$ cat src/rtl/gsensor_spi_reader_if.sv
// Signal bundle between the ADXL345 SPI reader and the rest of the core:
// SPI pins, poll enable, and the X/Y/Z sample outputs.
interface gsensor_spi_reader_if;
  logic        enable;
  logic        spi_cs_;
  logic        spi_sclk;
  logic        spi_mosi;
  logic        spi_miso;
  logic [15:0] accel_x;
  logic [15:0] accel_y;
  logic [15:0] accel_z;
  logic        sample_valid;
  logic        ready;
  logic        busy;

  modport master (
    input  enable, spi_miso,
    output spi_cs_, spi_sclk, spi_mosi,
    output accel_x, accel_y, accel_z, sample_valid, ready, busy
  );

  modport slave (
    output enable, spi_miso,
    input  spi_cs_, spi_sclk, spi_mosi,
    input  accel_x, accel_y, accel_z, sample_valid, ready, busy
  );
endinterface

$ cat src/rtl/gsensor_spi_reader.sv
// SPI mode-3 initiator for the ADXL345: writes DATA_FORMAT and POWER_CTL once,
// then polls the six data registers at a fixed rate and presents X/Y/Z samples.
module gsensor_spi_reader #(
  parameter int CLK_DIV     = 25,
  parameter int POLL_CYCLES = 500000
) (
  input logic                  clk,
  input logic                  rst,
  gsensor_spi_reader_if.master sensorIf
);

  localparam int DivW  = $clog2(CLK_DIV);
  localparam int PollW = $clog2(POLL_CYCLES + 1);
  localparam logic [DivW-1:0]  DivLast  = DivW'(CLK_DIV - 1);
  localparam logic [PollW-1:0] PollLast = PollW'(POLL_CYCLES - 1);
  localparam logic [55:0] FmtFrame  = {16'h3108, 40'd0};
  localparam logic [55:0] PwrFrame  = {16'h2D08, 40'd0};
  localparam logic [55:0] ReadFrame = {8'hF2, 48'd0};

  typedef enum logic [1:0] {CFG_FMT, CFG_PWR, WAIT, READ} top_t;
  typedef enum logic [2:0] {PH_IDLE, PH_SETUP, PH_LOW, PH_HIGH, PH_HOLD, PH_GAP} phase_t;

  top_t             top_q, top_d;
  phase_t           phase_q, phase_d;
  logic [DivW-1:0]  divCnt_q, divCnt_d;
  logic [5:0]       bitCnt_q, bitCnt_d;
  logic [PollW-1:0] pollCnt_q, pollCnt_d;
  logic [55:0]      txShift_q, txShift_d;
  logic [47:0]      rxShift_q, rxShift_d;
  logic [15:0]      accelX_q, accelX_d;
  logic [15:0]      accelY_q, accelY_d;
  logic [15:0]      accelZ_q, accelZ_d;
  logic             sampleValid_q, sampleValid_d;
  logic             ready_q, ready_d;
  logic             misoMeta_q, misoSync_q;
  logic             divDone;
  logic             lastBit;

  assign divDone = (divCnt_q == DivLast);
  assign lastBit = (bitCnt_q == ((top_q == READ) ? 6'd55 : 6'd15));

  always_ff @(posedge clk or posedge rst) begin
    if (rst) begin
      top_q         <= CFG_FMT;
      phase_q       <= PH_IDLE;
      divCnt_q      <= '0;
      bitCnt_q      <= '0;
      pollCnt_q     <= '0;
      txShift_q     <= '0;
      rxShift_q     <= '0;
      accelX_q      <= '0;
      accelY_q      <= '0;
      accelZ_q      <= '0;
      sampleValid_q <= 1'b0;
      ready_q       <= 1'b0;
      misoMeta_q    <= 1'b0;
      misoSync_q    <= 1'b0;
    end else begin
      top_q         <= top_d;
      phase_q       <= phase_d;
      divCnt_q      <= divCnt_d;
      bitCnt_q      <= bitCnt_d;
      pollCnt_q     <= pollCnt_d;
      txShift_q     <= txShift_d;
      rxShift_q     <= rxShift_d;
      accelX_q      <= accelX_d;
      accelY_q      <= accelY_d;
      accelZ_q      <= accelZ_d;
      sampleValid_q <= sampleValid_d;
      ready_q       <= ready_d;
      misoMeta_q    <= sensorIf.spi_miso;
      misoSync_q    <= misoMeta_q;
    end
  end

  always_comb begin
    top_d         = top_q;
    phase_d       = phase_q;
    divCnt_d      = divCnt_q;
    bitCnt_d      = bitCnt_q;
    pollCnt_d     = pollCnt_q;
    txShift_d     = txShift_q;
    rxShift_d     = rxShift_q;
    accelX_d      = accelX_q;
    accelY_d      = accelY_q;
    accelZ_d      = accelZ_q;
    sampleValid_d = 1'b0;
    ready_d       = ready_q;

    if (phase_q != PH_IDLE) begin
      divCnt_d = divDone ? '0 : divCnt_q + 1'b1;
    end

    unique case (phase_q)
      PH_IDLE: begin
        divCnt_d = '0;
        bitCnt_d = '0;
        unique case (top_q)
          CFG_FMT: begin
            phase_d   = PH_SETUP;
            txShift_d = FmtFrame;
          end
          CFG_PWR: begin
            phase_d   = PH_SETUP;
            txShift_d = PwrFrame;
          end
          WAIT: begin
            // Counter saturates at its last value so a late enable starts READ immediately.
            if (pollCnt_q != PollLast) begin
              pollCnt_d = pollCnt_q + 1'b1;
            end else if (sensorIf.enable) begin
              top_d     = READ;
              phase_d   = PH_SETUP;
              txShift_d = ReadFrame;
            end
          end
          default: ;
        endcase
      end
      PH_SETUP: if (divDone) phase_d = PH_LOW;
      PH_LOW:   if (divDone) phase_d = PH_HIGH;
      PH_HIGH: begin
        if (divDone) begin
          rxShift_d = {rxShift_q[46:0], misoSync_q};
          if (lastBit) begin
            phase_d = PH_HOLD;
          end else begin
            phase_d   = PH_LOW;
            bitCnt_d  = bitCnt_q + 1'b1;
            txShift_d = {txShift_q[54:0], 1'b0};
          end
        end
      end
      PH_HOLD: begin
        if (divDone) begin
          phase_d  = PH_GAP;
          bitCnt_d = '0;
        end
      end
      PH_GAP: begin
        // The gap is two divider periods; bitCnt_q[0] marks the second one.
        if (divDone) begin
          if (!bitCnt_q[0]) begin
            bitCnt_d = 6'd1;
          end else begin
            phase_d   = PH_IDLE;
            pollCnt_d = '0;
            unique case (top_q)
              CFG_FMT: top_d = CFG_PWR;
              CFG_PWR: begin
                top_d   = WAIT;
                ready_d = 1'b1;
              end
              READ: begin
                top_d         = WAIT;
                sampleValid_d = 1'b1;
                accelX_d      = {rxShift_q[39:32], rxShift_q[47:40]};
                accelY_d      = {rxShift_q[23:16], rxShift_q[31:24]};
                accelZ_d      = {rxShift_q[7:0],   rxShift_q[15:8]};
              end
              default: ;
            endcase
          end
        end
      end
      default: phase_d = PH_IDLE;
    endcase
  end

  assign sensorIf.spi_cs_      = !(phase_q inside {PH_SETUP, PH_LOW, PH_HIGH, PH_HOLD});
  assign sensorIf.spi_sclk     = (phase_q != PH_LOW);
  assign sensorIf.spi_mosi     = (phase_q inside {PH_SETUP, PH_LOW, PH_HIGH}) ? txShift_q[55] : 1'b0;
  assign sensorIf.busy         = (phase_q != PH_IDLE);
  assign sensorIf.accel_x      = accelX_q;
  assign sensorIf.accel_y      = accelY_q;
  assign sensorIf.accel_z      = accelZ_q;
  assign sensorIf.sample_valid = sampleValid_q;
  assign sensorIf.ready        = ready_q;

endmodule
$ cat src/flat_wrapper.sv
// flat-port wrapper written by rule: the top's interface ports become plain ports
module gsensor_spi_reader_flat 
#(
  parameter int CLK_DIV     = 25,
  parameter int POLL_CYCLES = 500000
)
  (clk, rst, sensorIf_enable, sensorIf_spi_miso, sensorIf_spi_cs_, sensorIf_spi_sclk, sensorIf_spi_mosi, sensorIf_accel_x, sensorIf_accel_y, sensorIf_accel_z, sensorIf_sample_valid, sensorIf_ready, sensorIf_busy);
  gsensor_spi_reader_if sensorIf_i ();
  input logic clk;
  input logic rst;
  input wire logic [$bits(sensorIf_i.enable)-1:0] sensorIf_enable;
  input wire logic [$bits(sensorIf_i.spi_miso)-1:0] sensorIf_spi_miso;
  output wire logic [$bits(sensorIf_i.spi_cs_)-1:0] sensorIf_spi_cs_;
  output wire logic [$bits(sensorIf_i.spi_sclk)-1:0] sensorIf_spi_sclk;
  output wire logic [$bits(sensorIf_i.spi_mosi)-1:0] sensorIf_spi_mosi;
  output wire logic [$bits(sensorIf_i.accel_x)-1:0] sensorIf_accel_x;
  output wire logic [$bits(sensorIf_i.accel_y)-1:0] sensorIf_accel_y;
  output wire logic [$bits(sensorIf_i.accel_z)-1:0] sensorIf_accel_z;
  output wire logic [$bits(sensorIf_i.sample_valid)-1:0] sensorIf_sample_valid;
  output wire logic [$bits(sensorIf_i.ready)-1:0] sensorIf_ready;
  output wire logic [$bits(sensorIf_i.busy)-1:0] sensorIf_busy;
  assign sensorIf_i.enable = sensorIf_enable;
  assign sensorIf_i.spi_miso = sensorIf_spi_miso;
  assign sensorIf_spi_cs_ = sensorIf_i.spi_cs_;
  assign sensorIf_spi_sclk = sensorIf_i.spi_sclk;
  assign sensorIf_spi_mosi = sensorIf_i.spi_mosi;
  assign sensorIf_accel_x = sensorIf_i.accel_x;
  assign sensorIf_accel_y = sensorIf_i.accel_y;
  assign sensorIf_accel_z = sensorIf_i.accel_z;
  assign sensorIf_sample_valid = sensorIf_i.sample_valid;
  assign sensorIf_ready = sensorIf_i.ready;
  assign sensorIf_busy = sensorIf_i.busy;
  gsensor_spi_reader #(.CLK_DIV(CLK_DIV), .POLL_CYCLES(POLL_CYCLES)) u_core (.clk(clk), .rst(rst), .sensorIf(sensorIf_i));
endmodule
$ cat config.mk
export PLATFORM = sky130hd
export DESIGN_NAME = gsensor_spi_reader_flat
export DESIGN_NICKNAME = d
export VERILOG_FILES = /design/src/rtl/gsensor_spi_reader_if.sv /design/src/rtl/gsensor_spi_reader.sv /design/src/flat_wrapper.sv
export SDC_FILE = /design/constraint.sdc
export NUM_CORES = 1
export LEC_CHECK = 0
export CELL_PAD_IN_SITES_DETAIL_PLACEMENT = 0
export CELL_PAD_IN_SITES_GLOBAL_PLACEMENT = 1
export CORE_MARGIN = 5
export CORE_UTILIZATION = 35
export CTS_CLUSTER_DIAMETER = 60
export DETAILED_ROUTE_END_ITERATION = 8
export PLACE_DENSITY = 0.61
export REMOVE_ABC_BUFFERS = 1
export SKIP_CTS_REPAIR_TIMING = 1
export SLEW_MARGIN = 20
export SYNTH_ARGS = -nofsm -noshare
export SYNTH_HDL_FRONTEND = slang
export SYNTH_SLANG_ARGS = --single-unit
$ cat constraint.sdc
create_clock -name clk -period 4.8 [get_ports clk]
set_clock_uncertainty 0.05 [all_clocks]
set_input_delay 0.96 -clock clk [delete_from_list [all_inputs] [get_ports clk]]
set_output_delay 0.96 -clock clk [all_outputs]
set_load 0.02 [all_outputs]
**Metal 1**

Supply wires on this layer in grey.
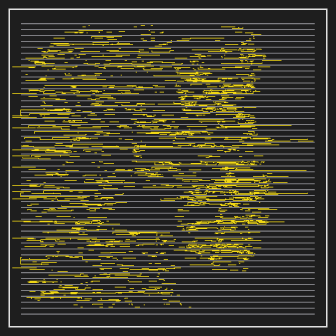
The layer carries 6110 um of wire. The wires run mostly horizontal.

**A small window of the routed layout**

Scale bar: 10 um. Region (57, 57) to (87, 87) um. Cells in grey, sequential cells in the stronger grey; small squares are vias.
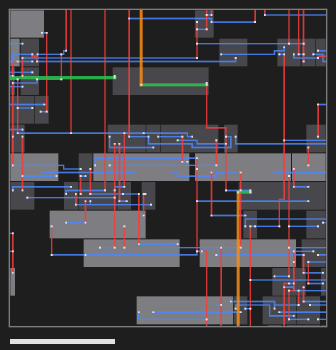
Red shows metal 2. Orange shows metal 4. Blue shows metal 1. Green shows metal 3.
Netlist names of flops here include u_core.txShift_q (4), u_core.pollCnt_q (3). 36 logic cells have their middle in the window. Most frequent: dfrtp_1 (7), nor2_1 (5). Sequential cells in the window: 7.

==> impl_metrics.tcl <==
# collected from the flow reports
set metrics [dict create \
    met2_length_um 5520 \
    dieWidth_um 145 \
    die_h_um 145 \
    cap_violations 0 \
    yosys-top-cells-area "dfrtp_1 (58%), mux2_2 (17%), a21oi_1 (1.6%)" \
    reg2reg_to "u_core.sensorIf.accel_z[6]" \
    hold_violations 0 \
    wl_um 12300 \
    synth_area_mm2 0.00638 \
    power_mw 2.60 \
    path_class "flip-flop to output pin" \
    whs_ps 308 \
    seq_power_mw 1.25 \
    yosys.area_share.aoi 0.0704 \
    hold_depth 0 \
    cts_root_buf "clkbuf_16" \
    dieArea_mm2 0.0210 \
    drc_errors 0 \
    top_cell_area_share 0.581 \
    crit_end "sensorIf_spi_cs_" \
    yosysMostFrequentCell "dfrtp_1" \
    yosys_cells 500 \
    yosysUniqueCellTypes 60 \
    startpoint "u_core.phase_q[0]" \
    edf_count 0 \
    diodes 0 \
    path_cells "nor3_2, inv_2, nand2_1, clkdlybuf4s50_1" \
    cp.required_ps 3790 \
    dp_cells 768 \
    gr-usage-met3 0.0396 \
    cp_max_fo 13 \
    core_area_mm2 0.0180 \
    antenna_found_initial 0 \
    hold_class "flip-flop to flip-flop" \
    post_drt_wl_per_cell_um 15.4 \
    use_met1 0.166 \
    crit_buf_inv 2 \
    num_io_pins 58 \
    fin_util 0.432 \
    clock.fmax_ghz 0.311 \
    clockBufferDepth 2 \
    ff_type "dfrtp_1" \
    min_from "u_core.misoMeta_q" \
    num_rows 49 \
    busiest_layer "met2" \
    tightest_slew_ps 880 \
    pwr_density_cell_mw_per_mm2 335 \
    port_buffers 57 \
    synthSimpleGateAreaFrac 0.107 \
    crit_cells 4 \
    setup_tns_ps 0 \
    p_leak_nw 3.66 \
    cts_htree_levels 4 \
    overflow 0 \
    r2r_cells 8 \
    cts_buffers 17 \
    top_area_cell "dfrtp_1" \
    fp-utilization 0.355 \
    finalSetupViolCount 0 \
    adder_share 0.00785 \
    wl_met3_um 519 \
    nFillCells 1645 \
    slew_violations 0 \
    use_met2 0.184 \
    pre_cts_ws_ps 1720 \
    relSlewSlack 0.410 \
    tool_warnings 28 \
    synth.comb.largest_family "multiplexers" \
    cts_tree "built" \
    async_reset_ff_frac 1.00 \
    route.vias.total 3991 \
    drt-met1-wl_um 6110 \
    final_cell_mix "dfrtp_1 (148), mux2_2 (99), clkdlybuf4s50_1 (57)" \
    ys_chip_area_mm2 0.00638 \
    fin_crit_sh 0.669 \
    worstReg2RegStart "u_core.divCnt_q[0]" \
    p_seq_frac 0.479 \
    power_frac_clock 0.510 \
    power_leader "the clock network" \
    power_clock_mw 1.33 \
    min_to "u_core.misoSync_q" \
    p_int_mw 2.00 \
    vdd_drop_max_v 0.000229 \
    cpPeakStageDelay_ps 610 \
    r2r_setup_slack_ps 1780 \
    syn_avg_cell_area_um2 12.8 \
    pg_comb_mw 0.0280 \
    dr.first_iter.drc_count 238 \
    top_layer "met4" \
    ys_seq_frac 0.581 \
    synth_warnings 0 \
    grt_pass1_vias 4181 \
    ys_seq_elements 148 \
    hpwlAfterDp_um 7890 \
    grt_pass1_wl_um 21300 \
    nNetsFinal 566 \
    rsz0062_at_grt "false" \
    power_frac_comb 0.011 \
    area_delta_synth_final_pct 21.8 \
    layout.cells.non_filler 800 \
    clk_pin_slew_worst_paths_ps 60 \
    dr.pass1.iters 4 \
    fin_ws_ps 1590 \
    cp-start-kind "flip-flop" \
    gp_congestion 0.787 \
    syn_inst 500 \
    lay_top_count "dfrtp_1" \
    switchingPower_mw 0.599 \
    crit_family "buffers and inverters" \
    run_status "finished clean" \
    period_needed_ps 3210 \
    crit_path_top_delay_cell "clkdlybuf4s50_1" \
    drive_above_1_share 0.273 \
    worstPathArrival_ps 2200 \
    grt_max_degree 108 \
    mux_share 0.191 \
    final_cell_area_mm2 0.00777 \
]
**Clock wiring as the flow saved it**

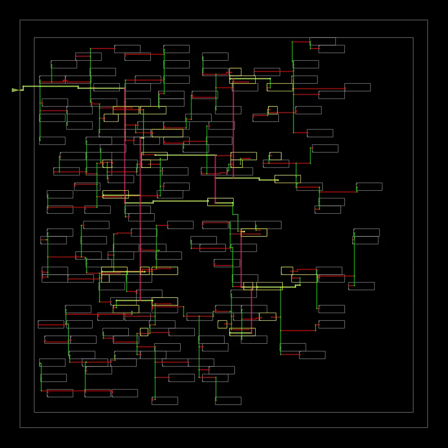
CTS Sinks: 148
# clk buffers: 18

**Metal layers overlaid**

Two of the layers only.
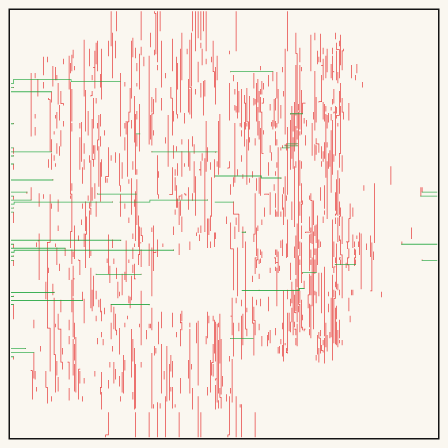
Green shows metal 3, wire length 519 um. Red shows metal 2, wire length 5520 um.

[final cells by class]
class,count,area [um^2],share of cell area
tap,229,287,0.0369
sequential,148,3700,0.477
clock buffer,18,439,0.0565
timing repair buffer,61,601,0.0773
multi-input combinational,311,2500,0.322
clock inverter,14,159,0.0205
inverter,19,78.8,0.0101
[sequential cells by signal, summed over array words and instances (netlist names)]
register / count
u_core.sensorIf.sample_valid: 1
u_core.bitCnt_q: 6
u_core.sensorIf.accel_y: 16
u_core.rxShift_q: 48
u_core.sensorIf.ready: 1
u_core.txShift_q: 13
u_core.sensorIf.accel_x: 16
u_core.divCnt_q: 5
u_core.sensorIf.accel_z: 16
u_core.top_q: 2
u_core.pollCnt_q: 19
u_core.phase_q: 3
u_core.misoMeta_q: 1
u_core.misoSync_q: 1
